Design id_ex_register_flat, sky130hd; sources not shown.
==> run_1/m1.png <==
The bar under the picture is 50 um long. Cells faint in the background.
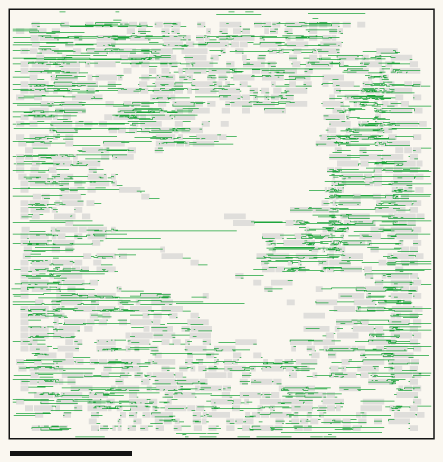
nets with wire on the layer	1062
main direction	horizontal
share of all routed wire	36%
via count: 5960
drt total wl: 25590 um

==> run_1/m2.png <==
The bar under the picture is 50 um long. Cells faint in the background.
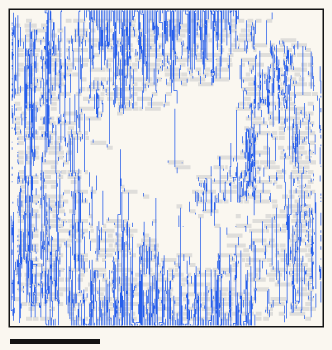
share of all routed wire	53%
nets with wire on the layer	1065
main direction	vertical
M2 GR Usage: 30.00%

==> run_1/m3.png <==
The bar under the picture is 50 um long. Cells faint in the background.
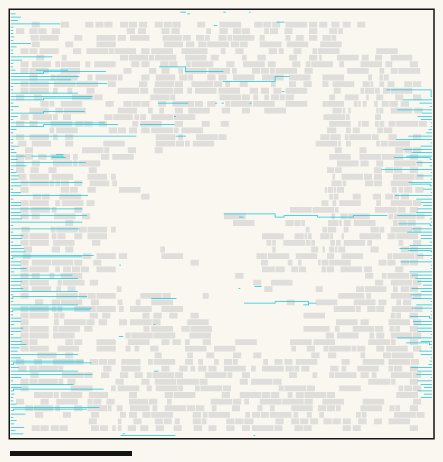
nets with wire on the layer	234
wire length on this layer	2250 um
longest straight run	51.3 um
main direction	horizontal
met3 track demand over resource: 6.804%

==> metrics.cfg, run 1 <==
[power]
ir_drop_v=0.00007262
leakagePower_uw=0.005327

[placed_design]
dpl_cell_area_um2=12560
dp_cells=1329

[synthesis]
seq_area_frac_synth_pct=58.02
common_cells=dfrtp_1, nor2b_1, mux4_2
ys_warn_count=0
ys_sh_aoi_pct=0.8926
ys_sh_adder_pct=0.3188
ys_sh_simple_pct=16.99
synth_top_cell_by_count=dfrtp_1
area_leaders=dfrtp_1, mux4_2, nor2b_1
yosys.area.top_type=dfrtp_1
edf_count=0

[sta]
fmax_mhz=157.7
period_used_pct=44.98
hold_violations=0
rsz0062_at_grt=no
drv_slew=0

[worst_setup_path]
ff2ff_path_depth=4
crit_arrival_ns=6.50
cp_cell_sequence=buf_4 > buf_4 > nand3_1 > nor4b_1 > xor2_1
critPathBufInv=2
crit_path_end_kind=flip-flop

[floorplanning]
die_area_um2=30620
die.size.y_um=176
core_area_um2=28550

[final_layout]
stdcell_count=1363

[grt]
antenna_found_initial=2
grt_pass1_wl_um=38340
grt_max_degree=131
grt_pass1_vias=6440

[clock_tree]
cts_buffers=17
clock_latency_ns=0.43
cts_setup_buffers=0
cts.sinks=182

[detailed_routing]
drtIter0Drc=204

[hold_path]
hold_depth=1

[run_status]
outcome=finished clean

[run 1: where the power goes]
part | internal, uW | total (uW) | switching, uW | leakage, uW
combinational | 197 | 294 | 97.3 | 0.00267
sequential | 566 | 601 | 35.2 | 0.00237
clock | 284 | 507 | 223 | 0.000287
total | 1050 | 1400 | 355 | 0.00533
[run 1: metal layers]
layer	routed length [um]	part of all wire (%)	track usage, %
met1	9281	36	18.12
met2	13470	53	30.00
met3	2250	8.8	6.804
met4	584	2.3	5.917
met5	0	0	-
[run 1: cell type report]
class / instances / area, um^2
flip-flops and latches: 182 / 4554
fillers: 2619 / 15360
inverters: 4 / 22.52
clock buffers: 17 / 425.4
well taps: 384 / 480.5
repair buffers: 440 / 4372
multi-input cells: 319 / 3129
diodes: 2 / 5.005
clock inverters: 15 / 193.9
==> run_1/congestion_map.png <==
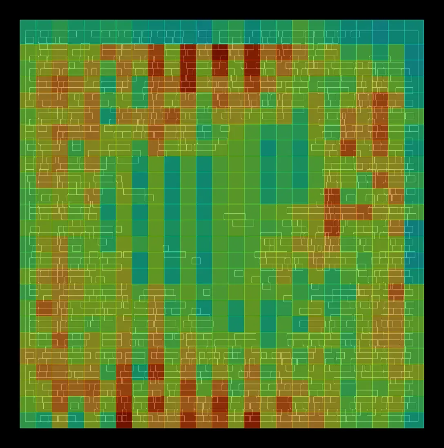

==> inputs of run 2 (changes only) <==
==> constraint.sdc (replaced) <==
create_clock -name clk -period 5.4 [get_ports clk]
set_clock_uncertainty 0.2 [all_clocks]
set_input_delay 1.62 -clock clk [delete_from_list [all_inputs] [get_ports clk]]
set_output_delay 1.62 -clock clk [all_outputs]
set_load 0.005 [all_outputs]
==> run_2/congestion_map.png <==
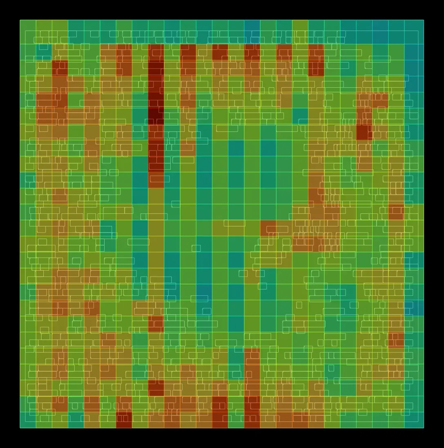
final design utilization: 46.13%
Routed WL per cell: 18.93 um
busiest grt layer: met2

==> run_2/m4.png <==
The bar under the picture is 50 um long.
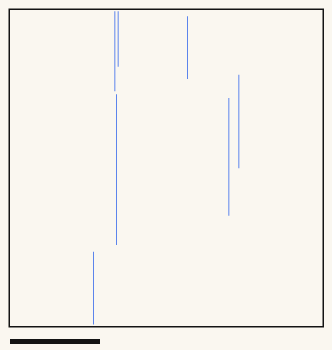
wire length on this layer	350 um
share of all routed wire	1.4%
drt total wl: 25880 um
via count: 5977

==> run 2 against run 1 <==
  * Critical path depth fell by 4
  * Sequential share of layout area hardly changed
  * Register-to-register slack got worse by 8.7 ns
  * Non-clock buffer count up 3
  * Clock power up 140%
  * First-iteration DRC count grew 15%
  * Power grew to 2.5 times the previous value
  * Core utilization is essentially flat
  * Count of clock-buffer cells in the layout did not move
  * Wire length increased by 1.1%
  * Worst hold slack got worse by 0.014 ns
  * Critical path type is now reg -> out
  * Critical endpoint is now bus_FLUSH_CNT[2]
  * Largest power group unchanged
  * Highest routed layer unchanged
==> metrics.cfg, run 2 <==
[synthesis]
edf_count=0  ; unchanged
common_cells=dfrtp_1, nor2b_1, mux4_2

[placed_design]
dp_cells=1332  ; +0.23%

[final_layout]
buffers=443  ; +0.68%
n_fill_cell=2624  ; +0.19%
n_all_inverters=4  ; unchanged
clockNetworkAreaShare_pct=4.304  ; -0.39 points
ff_count=182  ; unchanged
comb_area_um2=3129  ; unchanged
seq_share_pct=34.58  ; +0.036 points
sh_comb_area_pct=23.76  ; +0.025 points
comb_cells=319  ; unchanged

[floorplanning]
core_area_um2=28550  ; unchanged
die_area_um2=30620  ; unchanged
die.size.y_um=176  ; unchanged

[worst_setup_path]
critPathBufInv=1  ; -1
crit_arrival_ns=1.49  ; -5.01 ns

[run_status]
outcome=finished clean

[hold_path]
hold_depth=1  ; unchanged

[grt]
antenna_found_initial=3  ; +1
grt_pass1_vias=6594  ; +2.4%

[sta]
fmax_mhz=302.4
rsz0062_at_grt=no

[power]
leakagePower_uw=0.005328  ; about the same

[detailed_routing]
drtIter0Drc=235  ; +15%

run 2: cell types whose count changed in the layout (fill, tap and decap cells not counted), moves of 2 or more:
cell        before  now
bufinv_16        3    0
buf_4            5    7
clkinv_2         0    2
clkinv_8         0    2
clkinvlp_4       5    3
run 2: cell families after synthesis:
kind of cell,count (synthesis)
compound gates,10
xor+xnor,24
fa+ha+maj,2
buf+inv,38
flops,182
mux,68
simple gates,215
run 2: report_power, final:
part | switching, uW | internal [uW]
Clock | 596 | 611
Combinational | 251 | 516
Sequential | 90.8 | 1480
Total | 938 | 2600
run 2: metal layers:
layer | GRT usage, % | share of wire, %
met1 | 18.54 | 36
met5 | - | 0
met2 | 31.09 | 53
met3 | 7.257 | 10
met4 | 4.482 | 1.4
Power is estimated from default activity; no workload was simulated.
